$ cat config.mk
export PLATFORM = sky130hd
export DESIGN_NAME = unnamed_adc_scanner
export DESIGN_NICKNAME = d
export VERILOG_FILES = /design/src/rtl/unnamed_adc_scanner.sv
export SDC_FILE = /design/constraint.sdc
export NUM_CORES = 1
export LEC_CHECK = 0
export CAP_MARGIN = 20
export CORE_ASPECT_RATIO = 0.8
export CORE_MARGIN = 4
export CORE_UTILIZATION = 25
export CTS_CLUSTER_DIAMETER = 200
export CTS_CLUSTER_SIZE = 28
export DETAILED_ROUTE_END_ITERATION = 16
export HOLD_SLACK_MARGIN = 0.05
export PLACE_DENSITY = 0.42
export SLEW_MARGIN = 20
export SYNTH_ARGS = -nofsm -noshare
export SYNTH_HDL_FRONTEND = slang
export SYNTH_SLANG_ARGS = --single-unit
$ cat constraint.sdc
create_clock -name adc_clk -period 2.9 [get_ports adc_clk]
set_input_delay 0.725 -clock adc_clk [delete_from_list [all_inputs] [get_ports adc_clk]]
set_output_delay 0.725 -clock adc_clk [all_outputs]
set_load 0.03 [all_outputs]
$ cat src/rtl/unnamed_adc_scanner.sv
// Round-robin scanner for an 8-channel SPI ADC with CONVST/SCK/SDI/SDO framing.
// Samples are tagged with the channel programmed one frame earlier.
module unnamed_adc_scanner #(
    parameter int SCK_DIV = 2,
    parameter int T_CONV  = 80
) (
    input  logic        adc_clk,
    input  logic        adc_reset,
    input  logic        enable,
    input  logic [7:0]  chan_mask,
    input  logic        unipolar,
    output logic        CONVST,
    output logic        SCK,
    output logic        SDI,
    input  logic        SDO,
    output logic [12:0] streaming_source_data,
    output logic [2:0]  streaming_source_channel,
    output logic        streaming_source_valid,
    output logic        busy
);

    localparam logic [1:0]  S_IDLE    = 2'd0;
    localparam logic [1:0]  S_CONV    = 2'd1;
    localparam logic [1:0]  S_SHIFT   = 2'd2;
    localparam logic [1:0]  S_DONE    = 2'd3;
    localparam logic [15:0] CONV_LAST = 16'(T_CONV - 1);
    localparam logic [7:0]  DIV_LAST  = 8'(SCK_DIV - 1);
    localparam logic [4:0]  HALF_LAST = 5'd23;

    function automatic logic [2:0] lowest_ch(input logic [7:0] m);
        logic [2:0] r;
        r = 3'd0;
        for (int i = 7; i >= 0; i--) begin
            r = m[i] ? 3'(i) : r;
        end
        return r;
    endfunction

    // Nearest set bit above cur, wrapping 7->0; cur itself if it is the only one.
    function automatic logic [2:0] next_ch(input logic [2:0] cur, input logic [7:0] m);
        logic [2:0] r;
        logic [2:0] cand;
        r = cur;
        for (int i = 7; i >= 1; i--) begin
            cand = cur + 3'(i);
            r    = m[cand] ? cand : r;
        end
        return r;
    endfunction

    logic [1:0]  state_q, state_d;
    logic [15:0] cnt_q, cnt_d;
    logic [7:0]  div_q, div_d;
    logic [4:0]  half_q, half_d;
    logic [11:0] shreg_q, shreg_d;
    logic [2:0]  prog_q, prog_d;
    logic [2:0]  tag_q, tag_d;
    logic [2:0]  low_q, low_d;
    logic        dummy_q, dummy_d;

    logic        convst_q, convst_d;
    logic        sck_q, sck_d;
    logic        sdi_q, sdi_d;
    logic [12:0] data_q, data_d;
    logic [2:0]  chan_q, chan_d;
    logic        valid_q, valid_d;
    logic        busy_q, busy_d;

    logic        start_ok_s;
    logic        emit_s;
    logic [3:0]  period_s;
    logic [5:0]  cfg_s;

    // Frame sequencing: state, phase counters, sample shift register, channel bookkeeping.
    always_comb begin
        state_d    = state_q;
        cnt_d      = cnt_q;
        div_d      = div_q;
        half_d     = half_q;
        shreg_d    = shreg_q;
        prog_d     = prog_q;
        tag_d      = tag_q;
        low_d      = low_q;
        dummy_d    = dummy_q;
        start_ok_s = enable && (chan_mask != 8'd0);

        case (state_q)
            S_IDLE: begin
                if (start_ok_s) begin
                    state_d = S_CONV;
                    cnt_d   = 16'd0;
                    prog_d  = lowest_ch(chan_mask);
                    low_d   = lowest_ch(chan_mask);
                    dummy_d = 1'b1;
                end else begin
                    state_d = S_IDLE;
                end
            end
            S_CONV: begin
                if (cnt_q == CONV_LAST) begin
                    state_d = S_SHIFT;
                    div_d   = 8'd0;
                    half_d  = 5'd0;
                end else begin
                    cnt_d = cnt_q + 16'd1;
                end
            end
            S_SHIFT: begin
                // SDO is captured at the end of the first cycle of each SCK-high phase.
                if (half_q[0] && (div_q == 8'd0)) begin
                    shreg_d = {shreg_q[10:0], SDO};
                end else begin
                    shreg_d = shreg_q;
                end
                if (div_q == DIV_LAST) begin
                    div_d = 8'd0;
                    if (half_q == HALF_LAST) begin
                        state_d = S_DONE;
                    end else begin
                        half_d = half_q + 5'd1;
                    end
                end else begin
                    div_d = div_q + 8'd1;
                end
            end
            S_DONE: begin
                if (start_ok_s) begin
                    state_d = S_CONV;
                    cnt_d   = 16'd0;
                    tag_d   = prog_q;
                    prog_d  = next_ch(prog_q, chan_mask);
                    low_d   = lowest_ch(chan_mask);
                    dummy_d = 1'b0;
                end else begin
                    state_d = S_IDLE;
                    dummy_d = 1'b1;
                end
            end
            default: begin
                state_d = S_IDLE;
                dummy_d = 1'b1;
            end
        endcase
    end

    // Registered-output next values, derived from the upcoming state and counters.
    always_comb begin
        period_s = half_d[4:1];
        cfg_s    = {1'b1, prog_q[0], prog_q[2], prog_q[1], unipolar, 1'b0};
        emit_s   = (state_d == S_DONE) && !dummy_q;
        convst_d = (state_d == S_CONV) && (cnt_d < 16'd2);
        sck_d    = (state_d == S_SHIFT) && half_d[0];
        busy_d   = (state_d != S_IDLE);
        if ((state_d == S_SHIFT) && (period_s < 4'd6)) begin
            sdi_d = cfg_s[3'd5 - period_s[2:0]];
        end else begin
            sdi_d = 1'b0;
        end
        if (emit_s) begin
            valid_d = 1'b1;
            data_d  = {(tag_q == low_q), shreg_d};
            chan_d  = tag_q;
        end else begin
            valid_d = 1'b0;
            data_d  = data_q;
            chan_d  = chan_q;
        end
    end

    // State and output registers with synchronous reset.
    always_ff @(posedge adc_clk) begin
        if (adc_reset) begin
            state_q  <= S_IDLE;
            cnt_q    <= 16'd0;
            div_q    <= 8'd0;
            half_q   <= 5'd0;
            shreg_q  <= 12'd0;
            prog_q   <= 3'd0;
            tag_q    <= 3'd0;
            low_q    <= 3'd0;
            dummy_q  <= 1'b1;
            convst_q <= 1'b0;
            sck_q    <= 1'b0;
            sdi_q    <= 1'b0;
            data_q   <= 13'd0;
            chan_q   <= 3'd0;
            valid_q  <= 1'b0;
            busy_q   <= 1'b0;
        end else begin
            state_q  <= state_d;
            cnt_q    <= cnt_d;
            div_q    <= div_d;
            half_q   <= half_d;
            shreg_q  <= shreg_d;
            prog_q   <= prog_d;
            tag_q    <= tag_d;
            low_q    <= low_d;
            dummy_q  <= dummy_d;
            convst_q <= convst_d;
            sck_q    <= sck_d;
            sdi_q    <= sdi_d;
            data_q   <= data_d;
            chan_q   <= chan_d;
            valid_q  <= valid_d;
            busy_q   <= busy_d;
        end
    end

    assign CONVST                   = convst_q;
    assign SCK                      = sck_q;
    assign SDI                      = sdi_q;
    assign streaming_source_data    = data_q;
    assign streaming_source_channel = chan_q;
    assign streaming_source_valid   = valid_q;
    assign busy                     = busy_q;

endmodule

m1.png
Supply wires on this layer in gray. Cells faint in the background.
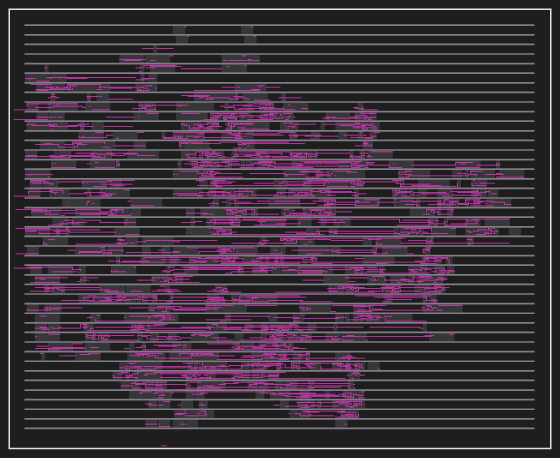
nets with wire on the layer = 565
longest straight run = 44.4 microns
share of all routed wire = 53%
met1 usage in global routing: 18.7%
vias: 3878
final WL: 11600 microns

m2.png
Cells faint in the background.
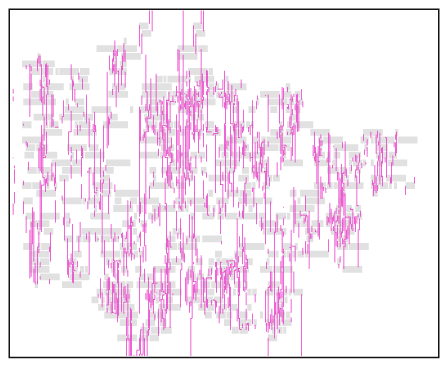
share of all routed wire = 42%
nets with wire on the layer = 470
met2 usage: 18.9%

congestion_map.png
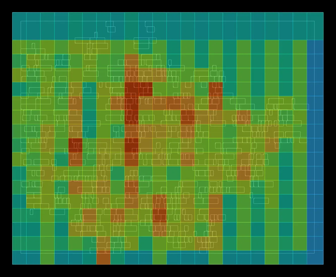
met3 Use GR: 2.99%
drt wl/cell: 14.7 microns
GRT Total Usage: 12.7%

port_trees.png
Scale bar: 50 microns.
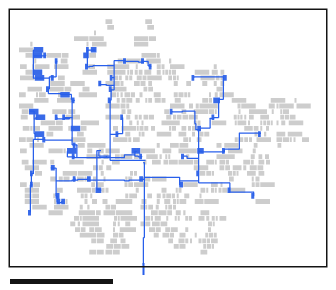
blue -> adc_reset  # direction input, end cells 61, buffers 3, wire 725 microns
I/O pins: 34
PortBufs: 33

ff_map.png
Other sequential cells in the stronger gray, the rest of the logic in the fainter gray.
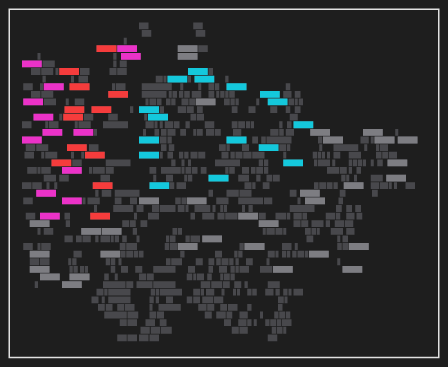
magenta -> streaming_source_data  # placed flops 13
red -> shreg_q  # placed flops 12
cyan -> cnt_q  # placed flops 16
fin util: 32.9%
Seq area share: 27.3%
Sequential Area: 1480 sq um
P_seq: 1060 uW

==> summary.txt <==
flow finished, numbers: final worst-path cycle share 94.6%, Unique cell types 63, R2R Path End prog_q[1], RSZ-0062 raised after global routing false, Seq cells 74, max FFs per register 16, CP endpoint kind register, Buffers excl. clock 87, max cap viols 0, cell count in the Yosys report 493, MI comb area 2540 sq um, hold wc startpoint streaming_source_data[12], IR drop worst, VDD 288 uV, Clock Sink Count 74, Psw 920 uW, switch share 31.0%, FP Util 25.5%, hold crit path type reg -> reg, Worst EP required 3110 ps, Reg power frac 35.7%, Levels on crit path 9, HPWL after DPL 8610 microns, Synth-to-Final Area Change 29.0%, Pwr Density 547 nW/um^2, clock power share 39.8%, Ant. Diodes 0, slew at the pin with the worst max-slew slack 559 ps, met1 WL 6160 microns, Slew HR 62.3%, clock tree buffer depth 2, vias in the first global route 3759, CP startpoint chan_mask[3], Cells on Worst Hold Path 2, drt initial violations 207, Flops after synth 74, Largest Register cnt_q, Final setup viols 0, layer carrying the most global-route usage met2, shortest period the worst path allows 2740 ps, chip height 124 microns, Worst Path Buf+Inv 2, Comb power frac 24.5%, CTS tree done, clkbuf count 9, Commonest flop dfxtp_1, H-tree depth 3, Core Box Area 16500 sq um, Post-DP Area 5120 sq um, non-clock buffer area fraction after layout 13.9%, post-CTS setup buffers 0, Die X-Extent 153 microns, Min Hold Slack 491 ps, Worst path max stage delay 500 ps, Arrival @ worst endpoint 2960 ps, Final Slew Violations 0, first drt pass iteration count 5, Mapped Area 4200 sq um, maximum clock rate 364 MHz, Top Layout Cells 74 x dfxtp_1, 74 x nor2_1, 52 x buf_4, Post-synth EDFFs 0, total CTS buffers 9, nets 590, vias per cell 4.90, CP delay by family, top multiplexers, setup ws final 156 ps, TAP cells 220, CP startpoint kind input port, Yosys warning total 0, #MultiIn Comb 378, critical path class in -> reg, Synth async-reset ratio 0%, FF-to-FF Start prog_q[0], Top pwr grp clock, Final clock-cell share 5.67%, pre-CTS setup slack -166 ps, clk root buf clkbuf_16, setup tns final 0 ps, Post-Layout Cell Count 791, internal power 2050 uW, tool warnings 32, layout cell share with drive strength beyond 1 18.2%, Post-Syn Instances 493, Comb group 726 uW, Clk. pwr 1180 uW, met2 wire len 4950 microns, critical path endpoint prog_q[1], Leak 0.00205 uW, Layout fillers 1752, Reg2Reg Setup Slack 380 ps, Placed Cells 775, Net Count, Synth 517, Final Hold Viols 0, yosys stat area 4200 sq um, met3 WL 456 microns, Post-DRT Antenna Nets 0, dominant kind of cell by area logic gates, CTS resizes 0, placer congestion estimate 0.779, clock skew 8.45 ps, Site Rows 42, initial antenna violation count 0, CP max-delay cell mux4_2, CP Cell Sequence clkdlybuf4s50_1 -> buf_4 -> mux4_2 -> mux2_2 -> or3b_1 -> a41oi_1 -> o22ai_1 -> nand2_1 -> a21oi_1, Non-clk invs 16, end of the worst hold path streaming_source_data[12], Overflow after GRT 0, number of hold buffers added after cts 0, Seq/Total Area, Yosys 35.2%, clk ins delay skew pair 340 ps, logic share of the area 46.9%, pin count of the biggest net entering global routing 30, design area 5420 sq um, worst r2r path cells 9, Avg Inst Size Synth 8.53 sq um, highest routed metal layer met4, Final Total Pwr 2970 uW, status finished clean, Crit Path Max Fanout 6
cells by family (layout without fill, tap and decap cells):
family,Yosys count,in the layout,share of synthesized area (%)
multiplexers,32,32,10.1
AND/OR/NAND/NOR,197,197,23.2
flip-flops,74,74,35.2
XOR/XNOR,13,13,2.71
buffers and inverters,41,119,4.40
adder cells (fa/ha/maj),11,11,3.27
AND-OR/OR-AND,125,125,21.1
cells in the mapped netlist (8+ instances only):
cell type  number  area, sq um
a21oi_1        34          170
nor3_1         13         65.1
a211oi_2       11          138
ha_1           11          138
clkbuf_1       13         48.8
a211oi_1        8         60.1
xnor2_1         8         70.1
mux4_2          8          180
and3_1          8         50.1
nand3_1        18         90.1
nor2_1         74          278
nand4_1        13         81.3
inv_1          15         56.3
dfxtp_1        74         1480
nand2_1        33          124
o21ai_0        26          130
mux2i_1        21          210
No activity file was given, so power comes from the tool's default toggle rates.
